==> run_1/floorplan.png <==
Pins as bars on the die edge.
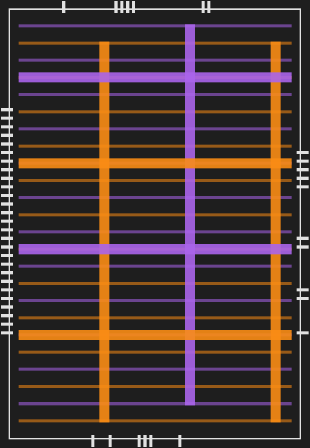
==> run_1/clock_nets.png <==
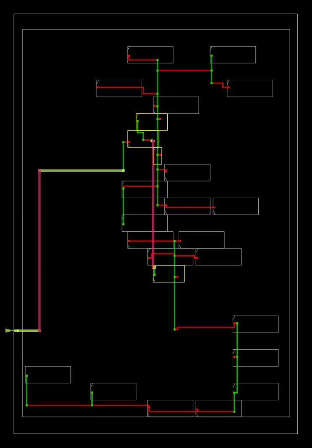
==> run_1/m1.png <==
Supply wires on this layer in gray.
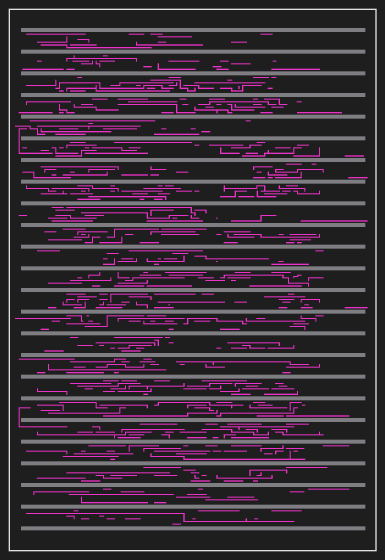
==> run_1/ff_map.png <==
Other sequential cells in the stronger gray, the rest of the logic in the fainter gray.
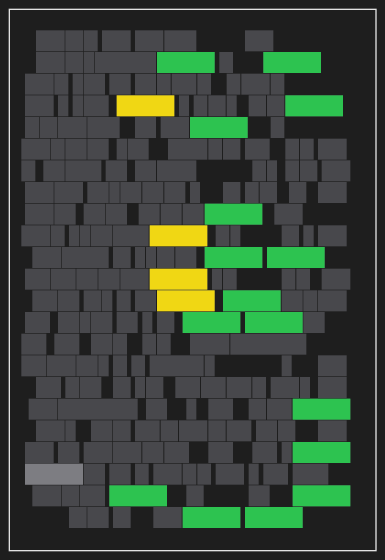
`config.mk`:
```
export PLATFORM = sky130hd
export DESIGN_NAME = mc_control
export DESIGN_NICKNAME = d
export VERILOG_FILES = /design/src/rtl/mc_control.sv
export SDC_FILE = /design/constraint.sdc
export NUM_CORES = 1
export LEC_CHECK = 0
export CAP_MARGIN = 20
export CORE_ASPECT_RATIO = 1.5
export CORE_UTILIZATION = 43
export DETAILED_ROUTE_END_ITERATION = 8
export HOLD_SLACK_MARGIN = 0.12
export PLACE_DENSITY = 0.78
export SLEW_MARGIN = 25
export SYNTH_ARGS = -nofsm -noshare
export SYNTH_HDL_FRONTEND = slang
export SYNTH_SLANG_ARGS = --single-unit
export TNS_END_PERCENT = 50
```
`constraint.sdc`:
```
create_clock -name clk -period 2.2 [get_ports clk]
set_input_delay 0.44 -clock clk [delete_from_list [all_inputs] [get_ports clk]]
set_output_delay 0.44 -clock clk [all_outputs]
set_load 0.005 [all_outputs]
```
`src/rtl/mc_control.sv`:
```
// mc_control -- multicycle RISC-V subset control unit (lw, sw, add/sub/and/or, beq).
//
// Moore FSM that sequences a shared-ALU multicycle datapath. It also keeps a
// sticky flag for unsupported instructions and a wrapping count of retired
// instructions.
//
// Ports:
//   clk        in   1  sole clock, rising edge
//   rst_n      in   1  synchronous active-low reset
//   Opcode     in   7  instr[6:0], held stable outside FETCH
//   Funct3     in   3  instr[14:12]
//   Funct7b5   in   1  instr[30]
//   ZERO       in   1  ALU zero flag
//   ALUCtrl    out  4  0000 AND, 0001 OR, 0010 ADD, 0110 SUB
//   ALUSrcA    out  2  00 PC, 01 OldPC, 10 rs1
//   ALUSrcB    out  2  00 rs2, 01 imm, 10 constant 4
//   ResultSrc  out  2  00 ALUOut, 01 mem data, 10 ALU Y
//   AdrSrc     out  1  0 PC, 1 Result
//   IRWrite, MemWrite, RegWrite, PCWrite  out 1  write enables
//   Illegal    out  1  sticky unsupported-instruction flag
//   InstrCnt   out 16  retired-instruction count
//   State      out  4  current FSM state (debug)
module mc_control (
    input  logic        clk,
    input  logic        rst_n,
    input  logic [6:0]  Opcode,
    input  logic [2:0]  Funct3,
    input  logic        Funct7b5,
    input  logic        ZERO,
    output logic [3:0]  ALUCtrl,
    output logic [1:0]  ALUSrcA,
    output logic [1:0]  ALUSrcB,
    output logic [1:0]  ResultSrc,
    output logic        AdrSrc,
    output logic        IRWrite,
    output logic        MemWrite,
    output logic        RegWrite,
    output logic        PCWrite,
    output logic        Illegal,
    output logic [15:0] InstrCnt,
    output logic [3:0]  State
);

    typedef enum logic [3:0] {
        FETCH    = 4'd0,
        DECODE   = 4'd1,
        MEMADR   = 4'd2,
        MEMREAD  = 4'd3,
        MEMWB    = 4'd4,
        MEMWRITE = 4'd5,
        EXECR    = 4'd6,
        ALUWB    = 4'd7,
        BEQ      = 4'd8
    } state_t;

    localparam logic [3:0] ALU_AND = 4'b0000;
    localparam logic [3:0] ALU_OR  = 4'b0001;
    localparam logic [3:0] ALU_ADD = 4'b0010;
    localparam logic [3:0] ALU_SUB = 4'b0110;

    state_t      r_state;
    state_t      w_next;
    logic        r_illegal;
    logic [15:0] r_instr_cnt;

    logic        w_is_lw;
    logic        w_is_sw;
    logic        w_is_rtype;
    logic        w_is_beq;
    logic        w_unsupported;
    logic        w_retire;
    logic [3:0]  w_rtype_alu;

    logic        w_irwrite;
    logic        w_memwrite;
    logic        w_regwrite;
    logic        w_pcwrite;

    // Instruction decode
    assign w_is_lw  = (Opcode == 7'b0000011) && (Funct3 == 3'b010);
    assign w_is_sw  = (Opcode == 7'b0100011) && (Funct3 == 3'b010);
    assign w_is_beq = (Opcode == 7'b1100011) && (Funct3 == 3'b000);

    // AND/OR require Funct7b5 = 0; ADD/SUB use it as the subtract select.
    always_comb begin
        w_is_rtype  = 1'b0;
        w_rtype_alu = ALU_ADD;
        if (Opcode == 7'b0110011) begin
            case (Funct3)
                3'b000: begin
                    w_is_rtype  = 1'b1;
                    w_rtype_alu = Funct7b5 ? ALU_SUB : ALU_ADD;
                end
                3'b111: begin
                    w_is_rtype  = !Funct7b5;
                    w_rtype_alu = ALU_AND;
                end
                3'b110: begin
                    w_is_rtype  = !Funct7b5;
                    w_rtype_alu = ALU_OR;
                end
                default: begin
                    w_is_rtype  = 1'b0;
                    w_rtype_alu = ALU_ADD;
                end
            endcase
        end
    end

    assign w_unsupported = !(w_is_lw || w_is_sw || w_is_rtype || w_is_beq);

    // An instruction retires on the edge that leaves its final state.
    assign w_retire = (r_state == MEMWB) || (r_state == MEMWRITE) ||
                      (r_state == ALUWB) || (r_state == BEQ);

    // Next-state logic
    always_comb begin
        w_next = FETCH;
        case (r_state)
            FETCH:   w_next = DECODE;
            DECODE: begin
                if (w_is_lw || w_is_sw) w_next = MEMADR;
                else if (w_is_rtype)    w_next = EXECR;
                else if (w_is_beq)      w_next = BEQ;
                else                    w_next = FETCH;
            end
            MEMADR:  w_next = w_is_lw ? MEMREAD : MEMWRITE;
            MEMREAD: w_next = MEMWB;
            EXECR:   w_next = ALUWB;
            default: w_next = FETCH;
        endcase
    end

    // State register, sticky illegal flag and retirement counter
    always_ff @(posedge clk) begin
        if (!rst_n) begin
            r_state     <= FETCH;
            r_illegal   <= 1'b0;
            r_instr_cnt <= '0;
        end else begin
            r_state <= w_next;
            if ((r_state == DECODE) && w_unsupported)
                r_illegal <= 1'b1;
            if (w_retire)
                r_instr_cnt <= r_instr_cnt + 16'd1;
        end
    end

    // Moore outputs. BEQ PCWrite and EXECR ALUCtrl are the only paths that
    // depend combinationally on inputs.
    always_comb begin
        ALUCtrl    = ALU_ADD;
        ALUSrcA    = 2'b00;
        ALUSrcB    = 2'b00;
        ResultSrc  = 2'b00;
        AdrSrc     = 1'b0;
        w_irwrite  = 1'b0;
        w_memwrite = 1'b0;
        w_regwrite = 1'b0;
        w_pcwrite  = 1'b0;
        case (r_state)
            FETCH: begin
                ALUSrcB   = 2'b10;
                ResultSrc = 2'b10;
                w_irwrite = 1'b1;
                w_pcwrite = 1'b1;
            end
            DECODE: begin
                ALUSrcA = 2'b01;
                ALUSrcB = 2'b01;
            end
            MEMADR: begin
                ALUSrcA = 2'b10;
                ALUSrcB = 2'b01;
            end
            MEMREAD: begin
                AdrSrc = 1'b1;
            end
            MEMWB: begin
                ResultSrc  = 2'b01;
                w_regwrite = 1'b1;
            end
            MEMWRITE: begin
                AdrSrc     = 1'b1;
                w_memwrite = 1'b1;
            end
            EXECR: begin
                ALUSrcA = 2'b10;
                ALUCtrl = w_rtype_alu;
            end
            ALUWB: begin
                w_regwrite = 1'b1;
            end
            BEQ: begin
                ALUSrcA   = 2'b10;
                ALUCtrl   = ALU_SUB;
                w_pcwrite = ZERO;
            end
            default: begin
                ALUCtrl = ALU_ADD;
            end
        endcase
    end

    // Write enables are suppressed while reset is held, independent of state.
    assign IRWrite  = w_irwrite  && rst_n;
    assign MemWrite = w_memwrite && rst_n;
    assign RegWrite = w_regwrite && rst_n;
    assign PCWrite  = w_pcwrite  && rst_n;

    assign Illegal  = r_illegal;
    assign InstrCnt = r_instr_cnt;
    assign State    = r_state;

endmodule

```
==> flow_summary.json, run 1 <==
{
  "status": "finished, violations left",
  "violations": "negative setup slack",
  "die_y_um": 67.8,
  "finish.utilization_pct": 75.6,
  "clock_skew_ps": 1.50,
  "root_buffer": "clkbuf_8",
  "min_to": "Illegal$_SDFFE_PN0P_",
  "timing.rr.end": "InstrCnt[12]$_SDFFE_PN0P_",
  "path_buffers": 2,
  "seqPwrFrac_pct": 51.1,
  "p_per_area_nw_per_um2": 368,
  "chip_area_um2": 3110,
  "cts_tree": "built",
  "slew_violations": 0,
  "cp.depth": 4,
  "ys_cells": 157,
  "n_fill_cell": 224,
  "fin_crit_sh_pct": 101,
  "crit_required_ps": 1760,
  "setup_ws_ps": -23.5,
  "dp_hpwl_um": 2690,
  "area_leaders": "dfxtp_1 34%, or3_1 5.5%, a21oi_1 5.2%, nor2_1 3.9%, o21ai_0 3.6%",
  "relSlewSlack_pct": 62.8,
  "max_slew.worst_pin.slew_ps": 557,
  "crit_arrival_ps": 1780,
  "end_kind": "output pin",
  "antenna_found_initial": 0,
  "grt_pass1_vias": 1505,
  "start_kind": "flop",
  "clkTransAtPathRegs_ps": 70,
  "yosys-top-cells-count": "21 x dfxtp_1, 13 x a21oi_1, 13 x nor2_1, 11 x or3_1, 10 x nand2_1",
  "crit_chain": "buf_4, nor4_4, and2_1, clkdlybuf4s50_1",
  "clkSinkCount": 21,
  "htreeDepth": 1,
  "io_pins": 50,
  "cap_violations": 0,
  "die_x_um": 45.9,
  "combPwrFrac_pct": 15.9,
  "power_clock_uw": 249,
  "synthFlopType": "dfxtp_1",
  "num_rows": 23,
  "m1WireLength_um": 1630,
  "fin_nets": 246,
  "largestPowerGroup": "registers",
  "syn_to_final_growth_pct": 64.8,
  "min_from": "Illegal$_SDFFE_PN0P_",
  "syn_inst": 157,
  "wl_per_cell_um": 15.8,
  "mostFrequentLayoutCell": "clkdlybuf4s50_1",
  "synth.top_cell.area_share_pct": 33.9,
  "p_clk_share_pct": 33.0,
  "gp_congestion": 0.884,
  "antenna_cells": 0,
  "coreArea_um2": 2710,
  "drtIter0Drc": 43,
  "period_needed_ps": 2220,
  "r2r_slack_ps": 290,
  "wl_met2_um": 2230,
  "edf_count": 0,
  "layout-drive-gt1-share_pct": 21.7,
  "grt_pass1_wl_um": 6710,
  "ys_types": 42,
  "syn_area_um2": 1240,
  "synthArstFlopShare_pct": 0,
  "wl_met3_um": 189,
  "io_buffers": 48,
  "synth_top_cell_by_count": "dfxtp_1",
  "numCtsBuffers": 3,
  "grt-ovfl-total": 0,
  "leakage_nw": 0.771,
  "netSwitchingFraction_pct": 23.2,
  "power_uw": 754,
  "syn_avg_cell_area_um2": 7.91,
  "r2r_start": "State[3]$_SDFF_PN0_",
  "ir_drop_mv": 0.337,
  "synth_flops": 21,
  "critPathKind": "reg -> out",
  "largest_area_cell": "dfxtp_1",
  "final_cell_mix": "35 x clkdlybuf4s50_1, 30 x buf_4, 21 x dfxtp_1",
  "cellInternalPower_uw": 579,
  "max_stage_delay_ps": 510,
  "routed.top_layer": "met4",
  "place_ws_ps": -440,
  "p_comb_uw": 120,
  "yosys_warnings": 0,
  "warnings": 27,
  "slowest_stage": "clkdlybuf4s50_1",
  "drc": 0,
  "avgViaCountPerCell": 5.72,
  "synth_nets": 172,
  "fp_util_pct": 45.9,
  "min_path_type": "reg -> reg",
  "r2r_cells": 5,
  "postRouteAntennaNets": 0,
  "path_delay_family": "buffers and inverters",
  "ys_chip_area_um2": 1240,
  "clock_path_buffers": 2,
  "switching_power_uw": 174,
  "dr.pass1.iters": 5,
  "path_max_fanout": 10,
  "rsz0062_at_grt": "true",
  "grt_usage_pct": 29.6,
  "max_freq_mhz": 450,
  "p_seq_uw": 385,
  "grt_max_degree": 18,
  "finalHoldViolCount": 0,
  "worstHoldPathCells": 1,
  "ys_seq_share_pct": 33.9,
  "finalSetupViolCount": 1
}
Back to the opening pictures, floorplan.png:
orange -> VSS
purple -> VDD
met4 straps = 3
signal pins = 50
met5 straps = 4

Back to the opening pictures, clock_nets.png:
worst skew pair latency: 260 ps
clock buf count: 4

Back to the opening pictures, m1.png:
wire length on this layer = 1630 um
share of all routed wire = 39%
total wire length: 4210 um
met1 usage: 31.3%
Via Count: 1527

Back to the opening pictures, ff_map.png:
yellow -> State  # flops 4, where center
green -> InstrCnt  # flops 16
not colored = 1

## run 1: final cells by class
type	instances	area (um2)	area share [%]
Clock buffer	4	45.0	2.20
Inverter	6	23.8	1.16
Multi-Input combinational cell	121	830	40.6
Sequential cell	21	420	20.6
Tap cell	37	46.3	2.26
Timing Repair Buffer	78	681	33.3
## run 1: how the worst max path moves through the flow
stage,endpoint,slack [ps],from
after floorplan,PCWrite,330,rst_n
after global placement,ALUCtrl[0],-420,Opcode[2]
after detailed placement,ALUCtrl[0],-440,Opcode[3]
after CTS,IRWrite,30,State[0]$_SDFF_PN0_
after global routing,IRWrite,-90,State[0]$_SDFF_PN0_
final,IRWrite,-20,State[0]$_SDFF_PN0_
## run 1: registers in the layout, indices dropped and copies added (netlist names)
signal and flops:
Illegal 1, State 4, InstrCnt 16
## run 1: timing repair
item / 4_1_cts / 5_1_grt
setup buffers: 11 / 0
hold buffers: 0 / 0
resized: 27 / 9
pin swaps: 5 / 2
setup endpoints to repair: 6 / 9
## run 1: cells by family after synthesis
logic type	Yosys count	synth area share [%]
compound gates	36	19.0
xor+xnor	7	4.94
mux	1	0.806
buf+inv	15	5.24
other cells	1	0.302
fa+ha+maj	1	1.01
flops	21	33.9
simple gates	75	34.9
## run 1: stage by stage
step | hold slack (ps) | setup TNS [ps] | instances | instance area [um2]
floorplan | 451 | 0 | 157 | 1240
global placement | 432 | -1390 | 252 | 1870
detailed placement | 443 | -1510 | 252 | 1870
CTS | 461 | 0 | 267 | 2010
global route | 476 | -176 | 267 | 2050
finish | 458 | -23.5 | 267 | 2050
## run 1: layer usage
metal | GRT usage (%) | vias to the layer above
li1 | - | 722
met1 | 31.3 | 716
met2 | 53.2 | 70
met3 | 2.67 | 19
met4 | 18.8 | 0
met5 | 0 | -
==> run_1/gates.png <==
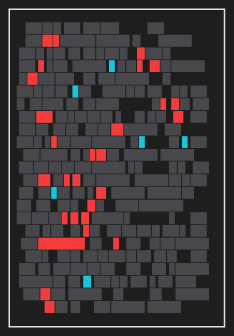

==> inputs of run 2 (changes only) <==
Settings changed: CAP_MARGIN 20 to default, CORE_MARGIN from default to 3.
==> run_2/gates.png <==
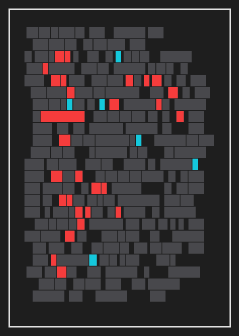
cyan -> inv cells  # cells 6, most used inv_1
red -> nand cells  # cells 28, most used nand2_1
Layout Cells excl Fill: 260
combinational fraction of the cell area: 40.8%

==> run_2/floorplan.png <==
Pins as bars on the die edge.
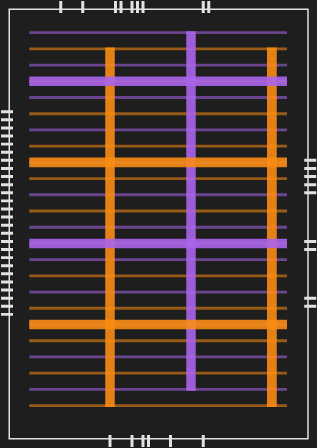
orange -> VSS
purple -> VDD
met1 rails = 24
signal pins = 50
met4 straps = 3
rows = 23
met5 straps = 4
Core ar.: 2710 um2
Peak VDD IR: 0.267 mV

==> run 2 against run 1 <==
The run now ends clean; cell area decreased by 0.73%; routed wire length is 2.1% lower; sequential power up 1%; fmax up 1.9%; setup slack better by 42 ps; critical path depth is the same.
==> flow_summary.json, run 2 <==
{
  "clock_latency_ps": 260,
  "finish.utilization_pct": 75.1,
  "cap_violations": 0,
  "finalSetupTns_ps": 0,
  "seq_area_um2": 424,
  "largest_reg_flops": 16,
  "die_y_um": 71.8,
  "num_rows": 23,
  "clkTransAtPathRegs_ps": 80,
  "comb_area_um2": 828,
  "vias": 1540,
  "htreeDepth": 1,
  "drtIter0Drc": 63,
  "cts_tree": "built",
  "end_kind": "output pin",
  "dr.pass1.iters": 4,
  "slew_violations": 0,
  "io_buffers": 48,
  "max_freq_mhz": 458,
  "grt_pass1_vias": 1491,
  "fin_nets": 239,
  "critPathKind": "reg -> out",
  "busiest_layer": "met2",
  "antenna_found_initial": 0,
  "min_from": "Illegal$_SDFFE_PN0P_",
  "use_met3_pct": 4.37,
  "antenna_cells": 0,
  "power_uw": 753,
  "ys_types": 42,
  "synth_nets": 172,
  "rsz0062_at_grt": "true",
  "yosys-top-cells-count": "21 x dfxtp_1, 13 x a21oi_1, 13 x nor2_1, 11 x or3_1, 10 x nand2_1",
  "drc": 0,
  "min_path_type": "reg -> reg",
  "place_area_um2": 1880,
  "clkSinkCount": 21,
  "holdWs_ps": 468,
  "postRouteAntennaNets": 0,
  "grt_max_degree": 18,
  "area_leaders": "dfxtp_1 34%, or3_1 5.5%, a21oi_1 5.2%, nor2_1 3.9%, o21ai_0 3.6%",
  "clock_path_buffers": 2,
  "final_cell_area_um2": 2030,
  "status": "finished, final reports clean",
  "ys_cells": 157,
  "syn_inst": 157,
  "largest_area_cell": "dfxtp_1",
  "layout-drive-gt1-share_pct": 20.2,
  "syn_area_um2": 1240,
  "place_ws_ps": -470,
  "synthFlopType": "dfxtp_1",
  "syn_avg_cell_area_um2": 7.91,
  "edf_count": 0,
  "final_cell_mix": "34 x clkdlybuf4s50_1, 23 x buf_4, 18 x dfxtp_1",
  "synth_flops": 21,
  "wl_per_cell_um": 15.9,
  "ctsHoldBuffers": 0,
  "clock_skew_ps": 2.31,
  "warnings": 28,
  "die_x_um": 49.9,
  "max_slew.worst_pin.slew_ps": 559,
  "gp_congestion": 0.897,
  "root_buffer": "clkbuf_8",
  "crit_start": "State[1]$_SDFF_PN0_",
  "period_needed_ps": 2180,
  "ys_chip_area_um2": 1240,
  "path_max_fanout": 6,
  "crit_required_ps": 1760,
  "crit_arrival_ps": 1740,
  "relSlewSlack_pct": 62.7,
  "mostFrequentLayoutCell": "clkdlybuf4s50_1",
  "grt_use_met2_pct": 42.0,
  "grt_usage_pct": 22.4,
  "chip_area_um2": 3580,
  "n_fill_cell": 229,
  "avgViaCountPerCell": 5.92
}
==> run 2: kinds of logic (layout without fill, tap and decap cells) <==
kind of cell,Yosys count,count (layout),share of synthesized area (%)
DFF,21,21,33.9
other,1,1,0.302
AOI/OAI and AO/OA,36,36,19.0
and+or+nand+nor,75,75,34.9
adders and majority gates,1,1,1.01
buffers and inverters,15,81,5.24
muxes,1,1,0.806
xor gates and xnor gates,7,7,4.94
==> run 2: area by class of cell <==
type	instances	area share [%]
Timing Repair Buffer	71	32.6
Inverter	6	1.17
Clock inverter	1	0.246
Tap cell	37	2.28
Multi-Input combinational cell	121	40.8
Sequential cell	21	20.9
Clock buffer	3	2.03
==> run 2: power by group <==
part	leakage, nW	switching (mW)	internal [mW]
Combinational	0.610	0.0473	0.0668
Clock	0.0255	0.124	0.126
Sequential	0.171	0.00581	0.383
Total	0.806	0.178	0.576
==> run 2: worst paths after layout <==
path | to | slack (ps) | cells past startpoint
max | ALUSrcB[0] | 20 | 4
min | Illegal$_SDFFE_PN0P_ | 470 | 1
max reg2reg | InstrCnt[10]$_SDFFE_PN0P_ | 310 | 5
min reg2reg | Illegal$_SDFFE_PN0P_ | 470 | 1
==> run 2: repair_timing <==
action / in CTS / in global routing
setup endpoints to repair: 9 / 6
cloned: 0 / 0
gates resized: 20 / 20
setup buffers: 0 / 2
endpoints found under the hold margin: 0 / 0
pin swaps: 2 / 9
==> run 2: layer usage <==
layer | vias to the layer above | routed length (um)
li1 | 708 | -
met1 | 716 | 1470
met2 | 91 | 2160
met3 | 25 | 309
met4 | 0 | 184
met5 | - | 0
==> run 2: worst max-delay path: stages, from the launching register on <==
cell and delay, ps:
dfxtp_2 360, buf_4 160, nand2b_1 210, a21boi_1 200, clkdlybuf4s50_1 560
==> run_2/m1.png <==
Supply wires on this layer in gray.
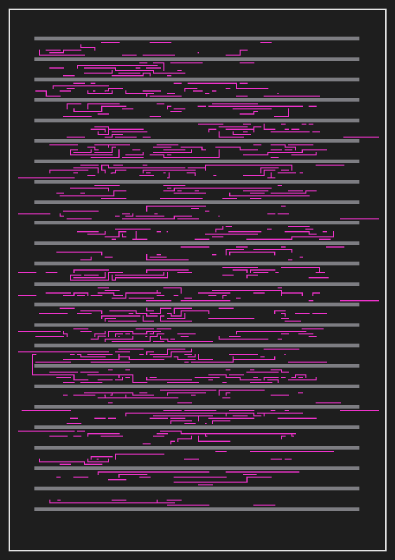

==> inputs of run 3 (changes only) <==
Settings changed: SKIP_CTS_REPAIR_TIMING from default to 1.
==> run_3/m1.png <==
Supply wires on this layer in gray.
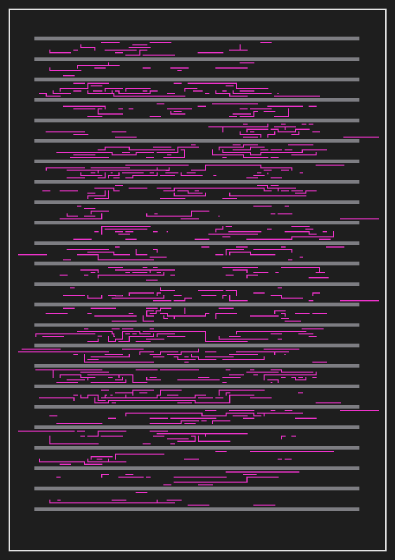
share of all routed wire = 36%
nets with wire on the layer = 208
met1 usage: 22.1%
Via Count: 1469

==> run_3/clock_nets.png <==
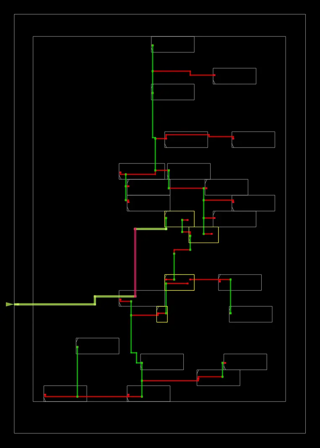
CTS Buf Count: 3
CTS Sinks: 21

==> run 3 against run 2 <==
Via count fell by 4.6%; clock skew fell by 0.63 ps; non-clock buffer count decreased by 1; sequential share of layout area up 0.28 points; the run now ends with negative setup slack left; synthesized cell count stayed put; largest cell class unchanged; cell area fell by 1.6%; routed wire length down 7.6%; utilization is 1.2 points lower; critical path depth grew 2; worst hold slack better by 1.1 ps; critical path type is now in -> out.
==> flow_summary.json, run 3 <==
{
  "io_pins": 50,
  "relSlewSlack_pct": 64.2,
  "violations": "negative setup slack",
  "htreeDepth": 1,
  "grt-ovfl-total": 0,
  "synth_top_cell_by_count": "dfxtp_1",
  "status": "finished, violations left",
  "synthTopLogicFamily": "simple AND/OR/NAND/NOR gates",
  "die_y_um": 71.8,
  "worstHoldPathCells": 1,
  "mux_share_pct": 0.806,
  "synth_adder_area_share_pct": 1.01,
  "netSwitchingFraction_pct": 22.7,
  "grt_pass1_wl_um": 6240,
  "synth.top_cell.area_share_pct": 33.9,
  "layout-drive-gt1-share_pct": 18.0,
  "rsz0062_at_grt": "true",
  "antenna_cells": 0,
  "seqPwrFrac_pct": 52.2,
  "cts_tree": "built",
  "synth_flops": 21,
  "ir_drop_mv": 0.254,
  "n_fill_cell": 235,
  "drc": 0,
  "crit_arrival_ps": 1800,
  "fp_util_pct": 45.9,
  "yosys.area_share.aoi_pct": 19.0,
  "drt_wl_total_um": 3810,
  "cellInternalPower_uw": 577,
  "largest_area_cell": "dfxtp_1",
  "grt_usage_pct": 21.5,
  "syn_area_um2": 1240,
  "finalSetupViolCount": 1,
  "yosys_warnings": 0,
  "max_slew.worst_pin.slew_ps": 534,
  "switching_power_uw": 169,
  "ys_types": 42,
  "clock_skew_ps": 1.69,
  "wl_per_cell_um": 14.7,
  "largest_reg_flops": 16,
  "clock_path_buffers": 2,
  "fin_crit_sh_pct": 102,
  "min_path_type": "reg -> reg",
  "chip_area_um2": 3580,
  "r2r_slack_ps": 350,
  "dr.pass1.iters": 4,
  "edf_count": 0,
  "period_needed_ps": 2240,
  "yosys-top-cells-count": "21 x dfxtp_1, 13 x a21oi_1, 13 x nor2_1, 11 x or3_1, 10 x nand2_1",
  "crit_required_ps": 1760,
  "clock_latency_ps": 250,
  "drtIter0Drc": 31,
  "coreArea_um2": 2710,
  "synth_nets": 172,
  "start_kind": "input pin",
  "stdcell_count": 259,
  "grt_max_degree": 18,
  "warnings": 27,
  "leakage_nw": 0.780,
  "dp_hpwl_um": 2840,
  "synth.cellmix.simpleShare_pct": 34.9,
  "syn_inst": 157,
  "fin_nets": 238,
  "min_to": "Illegal$_SDFFE_PN0P_",
  "finalSetupTns_ps": -38.1,
  "synthFlopType": "dfxtp_1",
  "ys_chip_area_um2": 1240,
  "setup_ws_ps": -38.1,
  "p_clk_share_pct": 33.2,
  "combPwrFrac_pct": 14.6,
  "area_leaders": "dfxtp_1 34%, or3_1 5.5%, a21oi_1 5.2%, nor2_1 3.9%, o21ai_0 3.6%",
  "min_from": "Illegal$_SDFFE_PN0P_",
  "final_cell_area_um2": 2000,
  "ys_cells": 157,
  "ys_sh_xor_pct": 4.94,
  "clkTransAtPathRegs_ps": 80,
  "grt_pass1_vias": 1499,
  "gp_congestion": 0.897,
  "num_rows": 23
}
[run 3: cell counts after synthesis]
Identical to the previous run, type by type.
[run 3: power groups by stage]
stage                     clock network (mW)  logic (mW)  registers (mW)
after floorplan                            0      0.0319           0.396
after global placement                     0       0.100           0.396
after detailed placement                   0       0.102           0.397
after CTS                              0.254       0.103           0.388
after global routing                   0.274       0.118           0.390
final                                  0.248       0.109           0.389
[run 3: worst max-delay path, cell delays in order]
cell and delay, ps:
clkdlybuf4s50_1 420, nand3b_1 210, nor3_2 250, nand3_1 150, nor4_2 170, dlymetal6s2s_1 170
[run 3: worst max-delay path by stage]
stage / slack, ps / startpoint / depth (start not counted) / end
after global routing: -150 / Opcode[6] / 6 / ALUCtrl[0]
after detailed placement: -470 / Opcode[3] / 6 / ALUCtrl[0]
after CTS: -490 / Opcode[3] / 6 / ALUCtrl[0]
after global placement: -420 / Opcode[2] / 6 / ALUCtrl[0]
after floorplan: 330 / rst_n / 4 / PCWrite
final: -40 / Opcode[6] / 6 / ALUCtrl[0]
[run 3: routing by layer]
metal | global-route usage (%) | vias up | part of all wire (%)
met5 | 0 | - | 0
met4 | 11.4 | 0 | 3.2
met3 | 3.95 | 15 | 6.9
met2 | 40.1 | 68 | 54
met1 | 22.1 | 679 | 36
li1 | - | 707 | -
[run 3: layout make-up]
| cell class | count | area (um2) | share of cell area [%] |
|---|---|---|---|
| Clock inverter | 1 | 5.00 | 0.250 |
| Inverter | 6 | 22.5 | 1.13 |
| Sequential cell | 21 | 423 | 21.2 |
| Timing Repair Buffer | 70 | 659 | 33.0 |
| Multi-Input combinational cell | 121 | 801 | 40.1 |
| Tap cell | 37 | 46.3 | 2.32 |
| Clock buffer | 3 | 41.3 | 2.07 |
Power and IR drop assume default switching activity.
